$ cat src/rtl/w_sched_ctrl.sv
`timescale 1ns/1ps
// w_sched_ctrl: sequences one 512-bit block through the SHA-256 message schedule and compression core.
// Optional watchdog (sched_err) is built only when WSCHED_TIMEOUT_EN is defined.
module w_sched_ctrl #(
  parameter int W_LENGTH       = 64,
  parameter int MSG_WIDTH      = 512,
  parameter int TIMEOUT_CYCLES = 1024
) (
  input  logic                        clock,
  input  logic                        reset,
  input  logic                        blk_valid,
  output logic                        blk_ready,
  input  logic [MSG_WIDTH-1:0]        blk_data,
  input  logic                        blk_last,
  output logic [MSG_WIDTH-1:0]        msg_vector,
  output logic                        w_enable,
  output logic [$clog2(W_LENGTH):0]   w_index,
  output logic                        w_index_complete,
  input  logic                        w_vector_complete,
  output logic                        comp_start,
  input  logic                        comp_done,
  output logic                        msg_done,
  output logic [7:0]                  block_count,
  output logic                        busy,
  output logic                        sched_err,
  output logic [1:0]                  dbg_state
);

  localparam int IW = $clog2(W_LENGTH) + 1;
  localparam logic [IW-1:0] LAST_IDX = IW'(W_LENGTH - 1);

  typedef enum logic [1:0] {IDLE = 2'd0, SCHED = 2'd1, DRAIN = 2'd2, COMP = 2'd3} state_t;

  state_t state_q, state_d;
  logic   last_q;
  logic   accept;
  logic   done_ok;
  logic   to_hit;
  logic   to_fire;

  // Handshake: a block transfers on a rising edge where blk_valid && blk_ready; blk_ready is high
  // exactly in IDLE, and the source holds blk_data/blk_last stable until the transfer happens.
  assign accept  = blk_valid && (state_q == IDLE);
  // comp_done in the comp_start cycle belongs to no block yet.
  assign done_ok = comp_done && !comp_start;
  assign to_fire = to_hit && (((state_q == DRAIN) && !w_vector_complete) ||
                              ((state_q == COMP) && !done_ok));

`ifdef WSCHED_TIMEOUT_EN
  localparam int WDW = $clog2(TIMEOUT_CYCLES + 1);
  logic [WDW-1:0] wd_q;

  assign to_hit = (wd_q == WDW'(TIMEOUT_CYCLES - 1));

  always_ff @(posedge clock or negedge reset) begin
    if (!reset) begin
      wd_q      <= '0;
      sched_err <= 1'b0;
    end else begin
      if (((state_d == DRAIN) || (state_d == COMP)) && (state_d != state_q))
        wd_q <= '0;
      else if ((state_q == DRAIN) || (state_q == COMP))
        wd_q <= wd_q + WDW'(1);
      if (to_fire)
        sched_err <= 1'b1;
    end
  end
`else
  logic unused_to;
  assign unused_to = (TIMEOUT_CYCLES > 0);
  assign to_hit    = 1'b0;
  assign sched_err = 1'b0;
`endif

  always_ff @(posedge clock or negedge reset) begin
    if (!reset) state_q <= IDLE;
    else        state_q <= state_d;
  end

  always_comb begin
    state_d = state_q;
    case (state_q)
      IDLE:    if (blk_valid) state_d = SCHED;
      SCHED:   if (w_index == LAST_IDX) state_d = DRAIN;
      DRAIN: begin
        if (w_vector_complete) state_d = COMP;
        else if (to_fire)      state_d = IDLE;
      end
      COMP:    if (done_ok || to_fire) state_d = IDLE;
      default: state_d = IDLE;
    endcase
  end

  always_comb begin
    blk_ready        = (state_q == IDLE);
    busy             = (state_q != IDLE);
    w_enable         = (state_q != IDLE);
    w_index_complete = (state_q == DRAIN) || (state_q == COMP);
    dbg_state        = state_q;
  end

  always_ff @(posedge clock or negedge reset) begin
    if (!reset) begin
      msg_vector  <= '0;
      last_q      <= 1'b0;
      w_index     <= '0;
      comp_start  <= 1'b0;
      msg_done    <= 1'b0;
      block_count <= '0;
    end else begin
      comp_start <= (state_q == DRAIN) && w_vector_complete;
      msg_done   <= (state_q == COMP) && done_ok && last_q;
      if (accept) begin
        msg_vector <= blk_data;
        last_q     <= blk_last;
      end
      if ((state_q == IDLE) || (state_d == IDLE))
        w_index <= '0;
      else if ((state_q == SCHED) && (w_index != LAST_IDX))
        w_index <= w_index + IW'(1);
      // The count is visible for the msg_done cycle, then restarts for the next message.
      if (msg_done || to_fire)
        block_count <= '0;
      else if ((state_q == COMP) && done_ok && (block_count != 8'hFF))
        block_count <= block_count + 8'd1;
    end
  end

endmodule

$ cat config.mk
export PLATFORM = sky130hd
export DESIGN_NAME = w_sched_ctrl
export DESIGN_NICKNAME = d
export VERILOG_FILES = /design/src/rtl/w_sched_ctrl.sv
export SDC_FILE = /design/constraint.sdc
export NUM_CORES = 1
export LEC_CHECK = 0
export CAP_MARGIN = 25
export CELL_PAD_IN_SITES_DETAIL_PLACEMENT = 0
export CELL_PAD_IN_SITES_GLOBAL_PLACEMENT = 1
export CORE_AREA = 2 2 416 418
export CTS_BUF_LIST = sky130_fd_sc_hd__clkbuf_8 sky130_fd_sc_hd__clkbuf_16
export DETAILED_ROUTE_END_ITERATION = 7
export DIE_AREA = 0 0 418 420
export HOLD_SLACK_MARGIN = 0.06
export PLACE_DENSITY_LB_ADDON = 0.1
export SYNTH_ARGS = -nofsm -noshare
export SYNTH_HDL_FRONTEND = slang
export SYNTH_SLANG_ARGS = --single-unit
$ cat constraint.sdc
create_clock -name clock -period 2.99 [get_ports clock]
set_clock_uncertainty 0.05 [all_clocks]
set_input_delay 0.4485 -clock clock [delete_from_list [all_inputs] [get_ports clock]]
set_output_delay 0.4485 -clock clock [all_outputs]
set_load 0.01 [all_outputs]
==> notes.org <==
#+TITLE: Physical design notes

** Logic synthesis
- Total of flip-flops plus latches after synthesis :: 532
- In the Yosys report the total cell count is 1182.
- Synthesis produced 1182 cells.
- Distinct cell type count after synthesis :: 41
- Synthesized area per cell :: 19.0 µm²
- Counting the warning lines in the Yosys log gives 0.
- The area recorded from the Yosys report for this design is 22500 µm².
- Share of synthesized area occupied by flip-flops and latches :: 59.3%
- Post-Syn Area :: 22500 µm²

** Worst setup path
- Origin of the critical flop-to-flop path :: dbg_state[1]
- CP top delay family :: buffers and inverters
- Termination of the worst setup path :: msg_done
- The worst setup path is launched from a register.
- Critical Path Stages :: 1
- Logic depth of the worst register-to-register path :: 5
- WP data required :: 2.49 ns
- STA puts the critical path data arrival time at 1.94 ns.
- CP Launch Point :: msg_done
- The setup check on the worst reg-to-reg path leaves a slack of 0.91 ns.
- Largest stage delay, worst path :: 0.69 ns
- The slowest stage of the critical path belongs to the cell sky130_fd_sc_hd__clkdlybuf4s50_1.
- Max fanout on the critical path was recorded as 10.
- The capture point of the worst register-to-register path is recorded as msg_vector[485].
- Critical Path End Type :: primary output
- Type of the setup path with the least slack :: reg -> out

** Final timing
- RSZ-0062 raised after global routing :: no
- For this run, the top clock speed supported by timing is 411 MHz.
- Hold-check failures listed in the final report amount to 0.
- Dividing the final minimum period by the clock period gives 81.5%.
- Fin Hold WS :: 0.325 ns
- Fin crit period :: 2.44 ns
- Headroom to the max-slew limit :: 48.6%
- Max Slew Vio Count :: 0
- Summed negative setup slack over all endpoints :: 0 ns
- The critical path in the final layout is reported with a setup slack of 0.554 ns.

** Route
- Total vias in the final route :: 14.6k
- The script logs the ratio of routed vias to standard cells as 3.18.
- The count of nets left with antenna violations once routing finished came out at 0.
- The routed layout reports a DRC error count of 0.
- Number of design-rule violations left by the first detailed-router iteration :: 455
- First drt pass iteration count :: 4
- Wire length reported by the detailed router :: 105000 µm

** Power and ir drop
- Looking at the power breakdown, sequential logic takes 32.7% of the total.
- The power report lists cell-internal power as 27200 µW.
- Net switching is 30.8% of the power.
- Logic power comb :: 16900 µW
- The clock network accounts for 24.3% of the total power.
- The largest share of the power goes to combinational logic.
- Per the power-grid run, VDD falls by no more than 456 µV.
- Summed over all nets, the switching power comes to 12100 µW.
- In this run, power in the clock network comes to 9580 µW.

** CTS
- Clock tree synthesis inserted a total of 79 buffers.
- On the worst setup and hold paths after CTS, the clock-pin slew comes to 0.05 ns.
- The post-CTS hold buffer count recorded in the log is 1.
- CTS tree :: built
- Clock latency on the worst-skew pair, taken at its later pin, is 0.67 ns.
- CTS Buffer Depth :: 3
- # Post-CTS Setup Buffers :: 0
- The clock drives 532 sinks.

** Global route
- The via count of the first global-routing pass was 16.5k.
- Maximum number of pins on one net before global-route repair :: 68
- Recorded from the global router log, the overflow total was 0.
- Global-route wire length before repair :: 141000 µm

** Cells and area
- The most common logic cells in the final layout are sky130_fd_sc_hd__clkdlybuf4s50_1, sky130_fd_sc_hd__dfrtp_1, sky130_fd_sc_hd__mux2_4, sky130_fd_sc_hd__clkbuf_16, sky130_fd_sc_hd__mux2_2.
- Area growth from synthesis to final layout :: 68.7%
- The final layout report lists a filler cell count of 18.0k.
- The final report lists a non-filler cell total of 4600.
- Commonest non-fill, non-tap cell in the layout :: sky130_fd_sc_hd__clkdlybuf4s50_1
- Registers with the most flip-flops :: msg_vector: 512 flops, block_count: 8 flops, w_index: 7 flops
- Share of post-route cells with drive strength above 1 :: 28.8%
- Final Instance Area :: 37900 µm²
- Number of flip-flops under the largest register name :: 512

** Floorplanning
- Area of the core :: 171000 µm²
- Die outline width :: 418 µm
- Pre-placement core utilization :: 13.1%
- Area of the die :: 176000 µm²
- Number of placement rows :: 152

** Job
- Total tool warning count :: 26

** Placement
- After detailed placement, the total cell area comes to 35200 µm².

** Outcome
- The run finished with clean final reports.

** Min path
- The worst hold path begins at blk_data[365].
- Classification of the worst-slack hold path :: in -> reg
==> layout make-up <==
type	count	area, µm²	area share, %
multi-input cells	583	8000	21.1
inverters	4	15.0	0.0396
flip-flops and latches	532	13300	35.1
diodes	9	22.5	0.0594
clock buffers	98	2280	6.03
clock inverters	43	358	0.944
repair buffers	1098	11100	29.3
well taps	2233	2790	7.37
==> logic make-up after synthesis <==
family	count (synthesis)	share of synthesized area, %
DFF	532	59.3
muxes	515	33.7
and+or+nand+nor	37	0.858
AOI/OAI and AO/OA	23	0.763
xor gates and xnor gates	5	0.195
buffers and inverters	67	5.10
other	1	0.0167
adders and majority gates	2	0.111
==> cell usage after synthesis (all sizes together) <==
cell | number | area share (%)
a211o | 1 | 0.039
a21boi | 1 | 0.033
a31oi | 1 | 0.028
and2 | 3 | 0.095
and3 | 2 | 0.056
and3b | 1 | 0.039
and4b | 1 | 0.045
buf | 62 | 5.0
clkbuf | 1 | 0.017
conb | 1 | 0.017
dfrtp | 532 | 59
ha | 2 | 0.11
inv | 4 | 0.067
mux2 | 513 | 34
mux2i | 2 | 0.089
nand2 | 6 | 0.10
nand3 | 6 | 0.13
nand3b | 1 | 0.033
nand4 | 1 | 0.028
nor2 | 10 | 0.18
nor2b | 2 | 0.056
nor3 | 3 | 0.067
o2111ai | 1 | 0.039
o211ai | 6 | 0.20
o21a | 2 | 0.067
o21ai | 5 | 0.11
o21ba | 1 | 0.045
o311ai | 1 | 0.039
o31ai | 3 | 0.12
o41ai | 1 | 0.039
or2 | 1 | 0.028
xor2 | 5 | 0.20
==> layer usage <==
layer | track usage [%] | vias to the layer above | wire length [µm]
met5 | 0 | - | 96
met4 | 4.26 | 16 | 3100
met3 | 4.60 | 150 | 8230
met2 | 20.8 | 571 | 55600
met1 | 12.0 | 7448 | 37600
li1 | - | 6421 | -
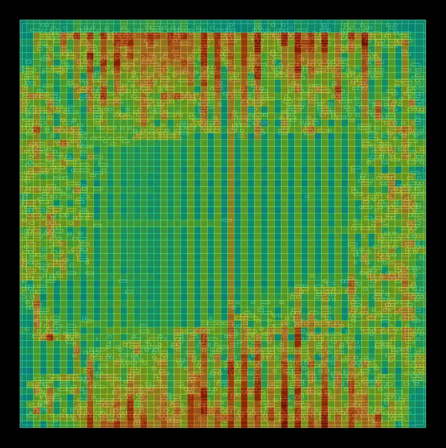
*Track usage over the die*
Most Crowded Layer GR: met2
Core Util, Final: 22.2%
overall track demand over capacity in global routing: 11.5%
average wire per cell in the routed design: 22.7 µm
global routing met3 resource utilization: 4.60%

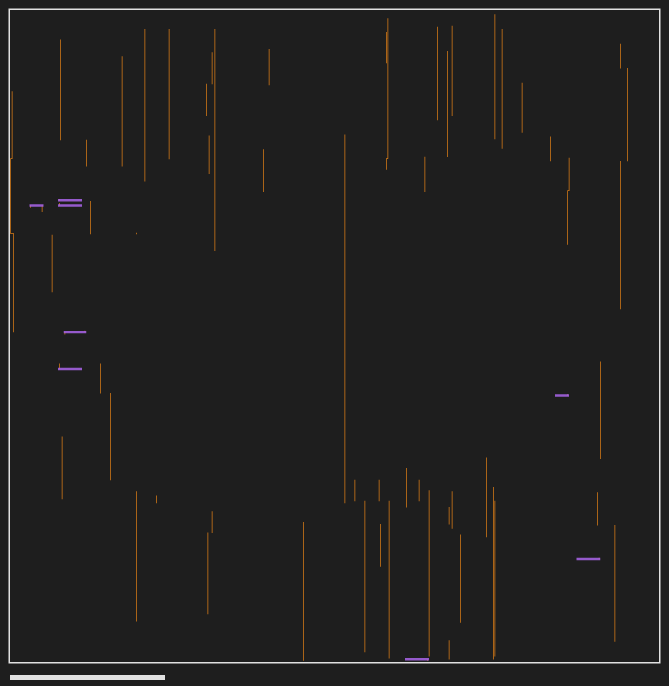
*Routed metal, one colour a layer*
The bar under the picture is 100 µm long. Two of the layers only.
Key: M4 = orange [wire length 3100 µm]; M5 = purple [wire length 96.6 µm]

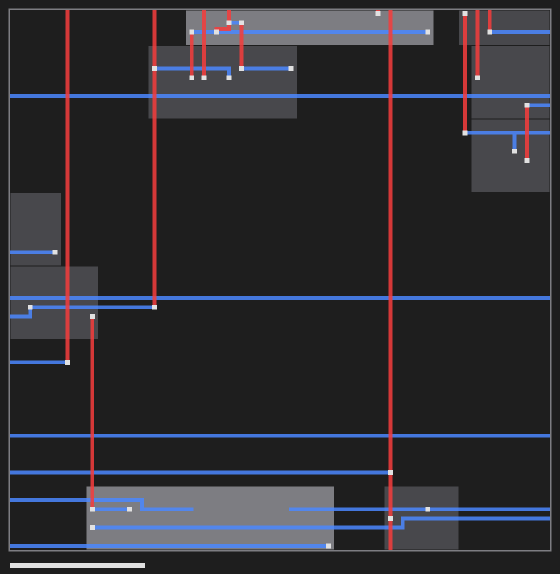
*Zoomed window*
The bar under the picture is 5 µm long. Region (304, 305) to (324, 325) µm. Cells in grey, sequential cells in the stronger grey; small squares are vias.
Key: M1 = blue; M2 = red
Netlist names of flops here include msg_vector (1). Sequential cells in the window: 1. Most frequent: mux2_4 (3), clkdlybuf4s50_1 (2). 7 logic cells have their middle in the window.

Power figures rest on the tool's default switching activity, not on a simulated workload.
